### Metal 2, run 1

(2 px per um)
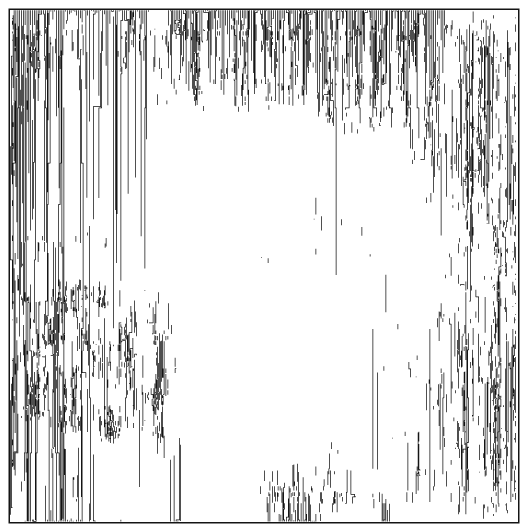
### The metal 1 layer, run 1

(1.5 px per um)
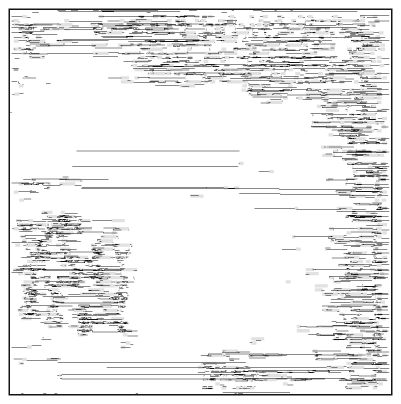
### Routing congestion, run 1

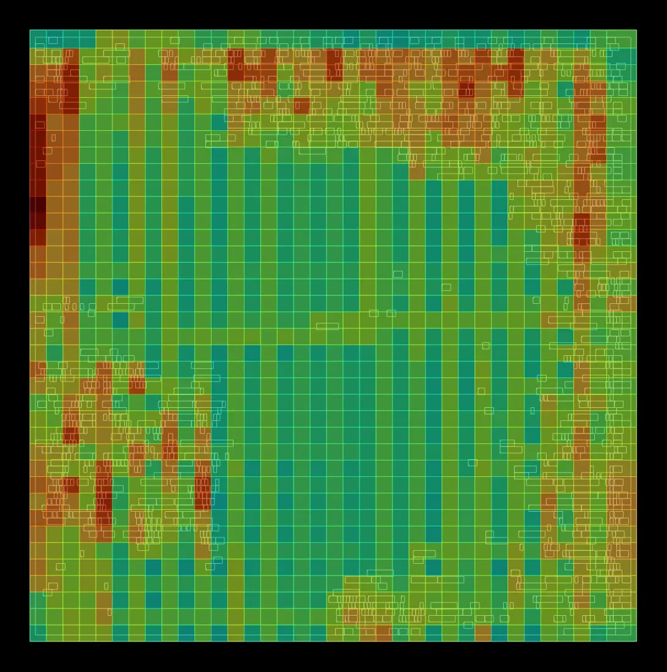
### M3 wires, run 1

(1 px per um)
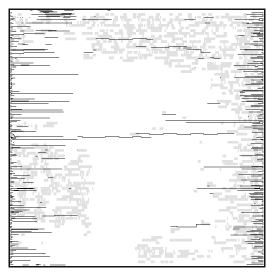
$ cat src/rtl/mcl_req_arbiter_pkg.sv
// Shared helpers for the MCL request arbiter slice.
package mcl_req_arbiter_pkg;

  // Index width for a set of n items, never narrower than one bit.
  function automatic int id_width(input int n);
    return (n > 1) ? $clog2(n) : 1;
  endfunction

endpackage

$ cat src/rtl/bsg_fifo_1r1w_small.sv
// Small ready/valid FIFO with a combinational head read, used for in-order response tags.
module bsg_fifo_1r1w_small
  import mcl_req_arbiter_pkg::*;
#(
  parameter int width_p = 1,
  parameter int els_p   = 2
) (
  input  logic               clk_i,
  input  logic               reset_i,
  input  logic               v_i,
  output logic               ready_o,
  input  logic [width_p-1:0] data_i,
  output logic               v_o,
  output logic [width_p-1:0] data_o,
  input  logic               yumi_i
);

  localparam int ptr_w = id_width(els_p);
  localparam int cnt_w = $clog2(els_p + 1);

  logic [width_p-1:0] mem [els_p];
  logic [ptr_w-1:0]   wr_ptr_q;
  logic [ptr_w-1:0]   rd_ptr_q;
  logic [cnt_w-1:0]   count_q;
  logic               push;
  logic               pop;

  assign ready_o = (count_q != cnt_w'(els_p));
  assign v_o     = (count_q != '0);
  assign data_o  = mem[rd_ptr_q];
  assign push    = v_i & ready_o;
  assign pop     = yumi_i & v_o;

  always_ff @(posedge clk_i) begin
    if (push) mem[wr_ptr_q] <= data_i;
  end

  always_ff @(posedge clk_i) begin
    if (reset_i) begin
      wr_ptr_q <= '0;
      rd_ptr_q <= '0;
      count_q  <= '0;
    end else begin
      if (push) wr_ptr_q <= (wr_ptr_q == ptr_w'(els_p - 1)) ? '0 : wr_ptr_q + 1'b1;
      if (pop)  rd_ptr_q <= (rd_ptr_q == ptr_w'(els_p - 1)) ? '0 : rd_ptr_q + 1'b1;
      if (push & ~pop)      count_q <= count_q + 1'b1;
      else if (pop & ~push) count_q <= count_q - 1'b1;
    end
  end

endmodule

$ cat src/rtl/mcl_req_arbiter_rr_arb.sv
// Round-robin arbiter: grants the first eligible requester after the last winner.
module mcl_rr_arb
  import mcl_req_arbiter_pkg::*;
#(
  parameter int num_p = 2,
  localparam int id_w = id_width(num_p)
) (
  input  logic             clk_i,
  input  logic             reset_i,
  input  logic [num_p-1:0] v_i,
  input  logic             yumi_i,
  output logic [num_p-1:0] grant_o,
  output logic [id_w-1:0]  id_o
);

  logic [id_w-1:0] last_q;
  logic [id_w:0]   cand;
  logic            found;

  always_comb begin
    grant_o = '0;
    id_o    = '0;
    found   = 1'b0;
    cand    = '0;
    for (int k = 1; k <= num_p; k++) begin
      cand = {1'b0, last_q} + (id_w + 1)'(k);
      if (cand >= (id_w + 1)'(num_p)) cand = cand - (id_w + 1)'(num_p);
      if (!found && v_i[cand[id_w-1:0]]) begin
        found                     = 1'b1;
        grant_o[cand[id_w-1:0]]   = 1'b1;
        id_o                      = cand[id_w-1:0];
      end
    end
  end

  // Reset to the last index so requester 0 wins the first contest.
  always_ff @(posedge clk_i) begin
    if (reset_i)     last_q <= id_w'(num_p - 1);
    else if (yumi_i) last_q <= id_o;
  end

endmodule

$ cat src/rtl/mcl_req_arbiter.sv
// Shares the outbound MCL link among requesters and routes responses back via an in-order tag FIFO.
module mcl_req_arbiter
  import mcl_req_arbiter_pkg::*;
#(
  parameter int mcl_width_p = 128,
  parameter int num_req_p   = 2,
  parameter int max_out_p   = 8,
  parameter int tag_els_p   = num_req_p * max_out_p
) (
  input  logic                             clk_i,
  input  logic                             reset_i,
  input  logic [num_req_p-1:0]             req_v_i,
  input  logic [num_req_p*mcl_width_p-1:0] req_data_i,
  input  logic [num_req_p-1:0]             req_expect_resp_i,
  output logic [num_req_p-1:0]             req_r_o,
  output logic [num_req_p-1:0]             resp_v_o,
  output logic [mcl_width_p-1:0]           resp_data_o,
  input  logic [num_req_p-1:0]             resp_r_i,
  output logic                             mcl_v_o,
  output logic [mcl_width_p-1:0]           mcl_data_o,
  input  logic                             mcl_r_i,
  input  logic                             mcl_v_i,
  input  logic [mcl_width_p-1:0]           mcl_data_i,
  output logic                             mcl_r_o,
  output logic                             error_o
);

  localparam int id_w  = id_width(num_req_p);
  localparam int cnt_w = $clog2(max_out_p + 1);

  logic                   out_v_q;
  logic [mcl_width_p-1:0] out_data_q;
  logic                   error_q;
  logic                   load_ok;
  logic [num_req_p-1:0]   eligible;
  logic [num_req_p-1:0]   grant;
  logic [id_w-1:0]        grant_id;
  logic                   accept;
  logic                   tag_push;
  logic                   tag_pop;
  logic                   tag_ready;
  logic                   tag_v;
  logic [id_w-1:0]        tag_head;
  logic                   matched;
  logic                   resp_hs;
  logic                   unmatched;

  assign load_ok = ~out_v_q | mcl_r_i;

  genvar gi;
  generate
    for (gi = 0; gi < num_req_p; gi++) begin : gen_req
      logic [cnt_w-1:0] cnt_q;
      logic             inc;
      logic             dec;

      assign inc = tag_push & (grant_id == id_w'(gi));
      assign dec = tag_pop & (tag_head == id_w'(gi));

      // Response-expecting requests also need a free credit and FIFO space.
      assign eligible[gi] = ~reset_i & req_v_i[gi] & load_ok &
                            (~req_expect_resp_i[gi] |
                             ((cnt_q < cnt_w'(max_out_p)) & tag_ready));

      assign resp_v_o[gi] = matched & mcl_v_i & (tag_head == id_w'(gi));

      always_ff @(posedge clk_i) begin
        if (reset_i)          cnt_q <= '0;
        else if (inc & ~dec)  cnt_q <= cnt_q + 1'b1;
        else if (dec & ~inc)  cnt_q <= cnt_q - 1'b1;
      end
    end
  endgenerate

  mcl_rr_arb #(.num_p(num_req_p)) arb (
    .clk_i   (clk_i),
    .reset_i (reset_i),
    .v_i     (eligible),
    .yumi_i  (accept),
    .grant_o (grant),
    .id_o    (grant_id)
  );

  assign accept   = |grant;
  assign req_r_o  = grant;
  assign tag_push = accept & req_expect_resp_i[grant_id];

  bsg_fifo_1r1w_small #(.width_p(id_w), .els_p(tag_els_p)) tag_fifo (
    .clk_i   (clk_i),
    .reset_i (reset_i),
    .v_i     (tag_push),
    .ready_o (tag_ready),
    .data_i  (grant_id),
    .v_o     (tag_v),
    .data_o  (tag_head),
    .yumi_i  (tag_pop)
  );

  // Responses with no outstanding tag are swallowed and flagged.
  assign matched     = tag_v & ~reset_i;
  assign resp_hs     = matched & mcl_v_i & resp_r_i[tag_head];
  assign tag_pop     = resp_hs;
  assign unmatched   = ~reset_i & ~tag_v & mcl_v_i;
  assign mcl_r_o     = ~reset_i & (tag_v ? resp_r_i[tag_head] : 1'b1);
  assign resp_data_o = mcl_data_i;

  assign mcl_v_o    = out_v_q & ~reset_i;
  assign mcl_data_o = out_data_q;
  assign error_o    = error_q & ~reset_i;

  always_ff @(posedge clk_i) begin
    if (reset_i) begin
      out_v_q <= 1'b0;
      error_q <= 1'b0;
    end else begin
      out_v_q <= accept | (out_v_q & ~mcl_r_i);
      if (unmatched) error_q <= 1'b1;
    end
  end

  always_ff @(posedge clk_i) begin
    if (accept) out_data_q <= req_data_i[grant_id*mcl_width_p +: mcl_width_p];
  end

endmodule

$ cat config.mk
export PLATFORM = sky130hd
export DESIGN_NAME = mcl_req_arbiter
export DESIGN_NICKNAME = d
export VERILOG_FILES = /design/src/rtl/mcl_req_arbiter_pkg.sv /design/src/rtl/bsg_fifo_1r1w_small.sv /design/src/rtl/mcl_req_arbiter_rr_arb.sv /design/src/rtl/mcl_req_arbiter.sv
export SDC_FILE = /design/constraint.sdc
export NUM_CORES = 1
export LEC_CHECK = 0
export ABC_AREA = 1
export ABC_CLOCK_PERIOD_IN_PS = 6500
export CORE_AREA = 2 2 252 254
export CTS_CLUSTER_SIZE = 28
export DETAILED_ROUTE_END_ITERATION = 10
export DIE_AREA = 0 0 254 256
export PLACE_DENSITY = 0.47
export SETUP_SLACK_MARGIN = 0.15
export SLEW_MARGIN = 25
export SYNTH_ARGS = -nofsm -noshare
export SYNTH_HDL_FRONTEND = slang
export SYNTH_SLANG_ARGS = --single-unit
$ cat constraint.sdc
create_clock -name clk_i -period 6.5 [get_ports clk_i]
set_input_delay 1.3 -clock clk_i [delete_from_list [all_inputs] [get_ports clk_i]]
set_output_delay 1.3 -clock clk_i [all_outputs]
set_load 0.01 [all_outputs]
==> impl_metrics.json, run 1 <==
{
  "final.setup.worst_slack_ps": 1380,
  "core_mm2": 0.0624,
  "p_sw_share_pct": 31.4,
  "grt_max_degree": 81,
  "ir_worst_vdd_uv": 200,
  "ys_ff": 172,
  "skew_ps": 18.8,
  "mux_share_pct": 0,
  "syn-cell-area_mm2": 0.00890,
  "mi_logic_area_mm2": 0.00265,
  "die_y_um": 256,
  "hold_viol": 0,
  "antenna_found_initial": 3,
  "status": "finished clean",
  "fp_util_pct": 14.3,
  "area_growth_syn_to_layout_pct": 51.4,
  "grt_pass1_vias": 7360,
  "simple_gate_share_pct": 23.5,
  "ios": 657,
  "final_layout_size_suffix_gt1_share_pct": 3.86,
  "cp_slowest_cell": "clkdlybuf4s50_1",
  "cts-root-buf": "clkbuf_16",
  "path_cells": "clkdlybuf4s50_1 > inv_2 > nand2_1 > nor2_1 > a21boi_2 > nand2_1 > nand2_1 > clkdlybuf4s50_1",
  "rows": 92,
  "cts_tree": "done",
  "yosys.area_share.aoi_pct": 2.33,
  "postCtsSetupRepairBufs": 0,
  "power.internal_mw": 2.35,
  "endpoint_kind": "output port",
  "yosys-top-cells-area": "edfxtp_1, nand2_1, buf_4, dfxtp_1, inv_1"
}
Back to the opening pictures, 'Metal 2':
The layer carries 21.7 mm of wire. The longest straight run is 165 um.
Vias: 7421
Routed WL: 41500 um
GR Layer Usage met2: 22.9%

Back to the opening pictures, 'The metal 1 layer':
1408 nets have wire on it. The layer carries 12900 um of wire. The longest straight run is 132 um. The wires run mostly horizontal. The layer holds 31% of the routed length.
GR Util met1: 10.7%

Back to the opening pictures, 'Routing congestion':
post-layout util: 21.6%
WL/cell: 19.6 um
GR Layer Usage met3: 6.15%

Back to the opening pictures, 'M3 wires':
The wires run mostly horizontal. The longest straight run is 97.8 um. 360 nets have wire on it. The layer holds 12% of the routed length. The layer carries 4960 um of wire.

==> run 1: per-stage QoR <==
step,hold WS (ps),power [mW],instance area (um2),util [%]
floorplan,444,1.97,8900,-
global placement,473,2.41,12900,20.6
detailed placement,471,2.42,12900,20.6
CTS,482,3.52,13500,21.6
global route,490,3.63,13500,21.6
finish,481,3.43,13500,21.6
==> run 1: cell usage after synthesis (3+ instances only) <==
cell / count
a21oi_1: 14
inv_1: 60
o21ai_0: 14
ha_1: 15
buf_2: 15
fa_1: 3
edfxtp_1: 144
nor2_1: 38
buf_4: 141
nor3_1: 15
dfxtp_1: 28
nand2_2: 3
xor2_1: 8
clkbuf_1: 3
nand3_1: 30
nand2_1: 447
==> run 1: final cells by class <==
class                      instances  area share [%]
timing repair buffer             406            30.0
multi-input combinational        599            19.7
clock inverter                    15            1.27
clock buffer                      17            3.16
sequential                       172            36.3
tap                              846            7.86
inverter                          61            1.70
antenna                            2          0.0371
==> run 1: final timing paths <==
| check | startpoint | end | slack [ps] |
|---|---|---|---|
| worst max-delay path | reset_i | req_r_o[1] | 1380 |
| worst min-delay path | gen_req[1].cnt_q[3]$_SDFFE_PP0P_ | gen_req[1].cnt_q[3]$_SDFFE_PP0P_ | 480 |
| worst max register to register | tag_fifo.count_q[1]$_SDFFE_PP0P_ | tag_fifo.count_q[4]$_SDFFE_PP0P_ | 3250 |
| worst min register to register | gen_req[1].cnt_q[3]$_SDFFE_PP0P_ | gen_req[1].cnt_q[3]$_SDFFE_PP0P_ | 480 |
==> run 1: logic make-up (layout without fill, tap and decap cells) <==
logic type / Yosys count / count (layout)
simple gates: 536 / 536
buf+inv: 221 / 499
flops: 172 / 172
compound gates: 36 / 36
fa+ha+maj: 18 / 18
xor+xnor: 9 / 9
other cells: 0 / 2
==> run 1: registers in the layout (all words and copies together) (netlist names), named ones only <==
register	cells
mcl_data_o	128
tag_fifo.mem	16
gen_req.cnt_q	8
tag_fifo.count_q	5
tag_fifo.rd_ptr_q	4
tag_fifo.wr_ptr_q	4
arb.last_q	1
error_q	1
out_v_q	1
==> run 1: worst max-delay path: cells and delay by family <==
| family | cells | cell delay (ps) |
|---|---|---|
| AND-OR/OR-AND | 1 | 290 |
| buffers and inverters | 3 | 1680 |
| AND/OR/NAND/NOR | 4 | 540 |
==> run 1: power by group through the flow <==
| stage | clock [mW] | sequential [mW] | combinational (mW) |
|---|---|---|---|
| floorplan | 0 | 1.52 | 0.444 |
| detailed placement | 0 | 1.47 | 0.946 |
| CTS | 1.12 | 1.45 | 0.953 |
| finish | 1.06 | 1.44 | 0.930 |
| global route | 1.15 | 1.46 | 1.02 |
| global placement | 0 | 1.47 | 0.938 |
==> run 1: metal layers <==
layer,part of all wire (%),routed length (um)
met1,31,12900
met4,4.8,2000
met2,52,21700
met3,12,4960
met5,0,0
### The metal 4 layer, run 1

(1 px per um)
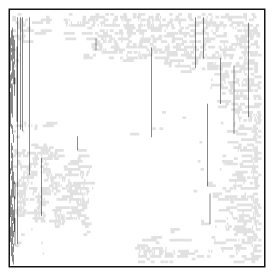

--- run 2 (diff from run 1) ---
Settings changed: ABC_CLOCK_PERIOD_IN_PS 6500 to 4540.
Clock period 6.5 ns to 4.54 ns, I/O delays scaled along.
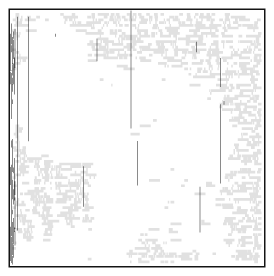
*The metal 4 layer, run 2*
(1 px per um)
The layer holds 3.7% of the routed length. The wires run mostly vertical. The layer carries 1450 um of wire. 38 nets have wire on it.
Routed WL: 39500 um
Vias: 7301

==> run 2 against run 1 <==
  * Die area unchanged
  * Sequential power increased by 43%
  * Synthesized cell count is the same
  * Routed wire length down 4.9%
  * Setup slack worse by 590 ps
  * Clock power increased by 44%
==> impl_metrics.json, run 2 <==
{
  "antenna_found_initial": 3,
  "path_cells": "clkdlybuf4s50_1 > nor2_1 > nor2_1 > nand2_1 > nand2_1 > nand2_1 > clkdlybuf4s50_1",
  "fmax_mhz": 266,
  "finalMaxSlewViolations": 0,
  "die_y_um": 256,
  "final.setup.worst_slack_ps": 785,
  "ys_ff": 172,
  "cp.buffers_inverters": 2,
  "ff_type": "edfxtp_1",
  "cts-root-buf": "clkbuf_16",
  "yosys-top-cells-area": "edfxtp_1, nand2_1, buf_4, dfxtp_1, inv_1",
  "final_layout_size_suffix_gt1_share_pct": 3.78,
  "most_common_cell": "nand2_1",
  "largest_reg_flops": 128,
  "status": "finished clean",
  "core_mm2": 0.0624,
  "endpoint_kind": "output port",
  "area_growth_syn_to_layout_pct": 51.9,
  "cts_tree": "done",
  "cp_slowest_cell": "clkdlybuf4s50_1",
  "cp_top_family": "buffers and inverters",
  "yosys.area_share.aoi_pct": 2.33,
  "wire_per_inst_um": 18.7,
  "diodes": 0,
  "simple_gate_share_pct": 23.5,
  "ios": 657,
  "rows": 92,
  "mux_share_pct": 0,
  "postCtsSetupRepairBufs": 0,
  "hold_viol": 0,
  "fp_util_pct": 14.3,
  "ir_worst_vdd_uv": 283,
  "skew_ps": 37.3,
  "final_area_mm2": 0.0135
}
run 2: netlist changes by cell type in the layout (fill, tap and decap cells not counted), sizes merged:
cell / before / now
buf: 6 / 5
clkinv: 6 / 7
diode: 2 / 0
clkinvlp: 0 / 1
inv: 70 / 68
run 2: worst min-delay path: cells and delay by family, from the launching register on:
kind	cells	cell delay, ps
flops	1	300
buf+inv	1	80
compound gates	1	60
run 2: routing by layer:
layer | vias to the layer above | wire [um] | track usage, %
met5 | - | 23 | 0
met1 | 3238 | 12300 | 10.1
li1 | 3558 | - | -
met4 | 4 | 1450 | 5.69
met2 | 409 | 21200 | 22.3
met3 | 92 | 4530 | 5.63
run 2: cell type report:
type / count / area, um2
timing repair buffer: 405 / 4080
tap: 846 / 1060
clock inverter: 15 / 178
fill: 6868 / 48900
sequential: 172 / 4880
multi-input combinational: 599 / 2660
inverter: 61 / 229
clock buffer: 17 / 425
run 2: per-stage QoR:
stage	std cells	power (mW)	util, %	hold slack, ps
4_1_cts	2115	5.05	21.7	485
6_report	2115	4.93	21.7	481
3_5_place_dp	2083	3.46	20.7	472
5_1_grt	2115	5.22	21.7	507
2_1_floorplan	992	2.80	-	444
3_3_place_gp	2083	3.44	20.7	466
run 2: logic make-up (layout without fill, tap and decap cells):
logic type	count (synthesis)	after routing
adders and majority gates	18	18
xor gates and xnor gates	9	9
buffers and inverters	221	498
DFF	172	172
and+or+nand+nor	536	536
AOI/OAI and AO/OA	36	36
run 2: worst paths after layout:
check | slack [ps] | from | depth (start not counted) | end
hold reg to reg | 480 | gen_req[0].cnt_q[3]$_SDFFE_PP0P_ | 2 | gen_req[0].cnt_q[3]$_SDFFE_PP0P_
setup / recovery | 790 | mcl_r_i | 7 | req_r_o[1]
setup reg to reg | 1180 | tag_fifo.count_q[1]$_SDFFE_PP0P_ | 20 | tag_fifo.count_q[4]$_SDFFE_PP0P_
hold / removal | 480 | gen_req[0].cnt_q[3]$_SDFFE_PP0P_ | 2 | gen_req[0].cnt_q[3]$_SDFFE_PP0P_
run 2: report_power, final:
group          internal (mW)  switching, mW
Clock                  0.744          0.786
Sequential              1.98         0.0850
Combinational          0.654          0.680
Power and IR drop assume default switching activity.
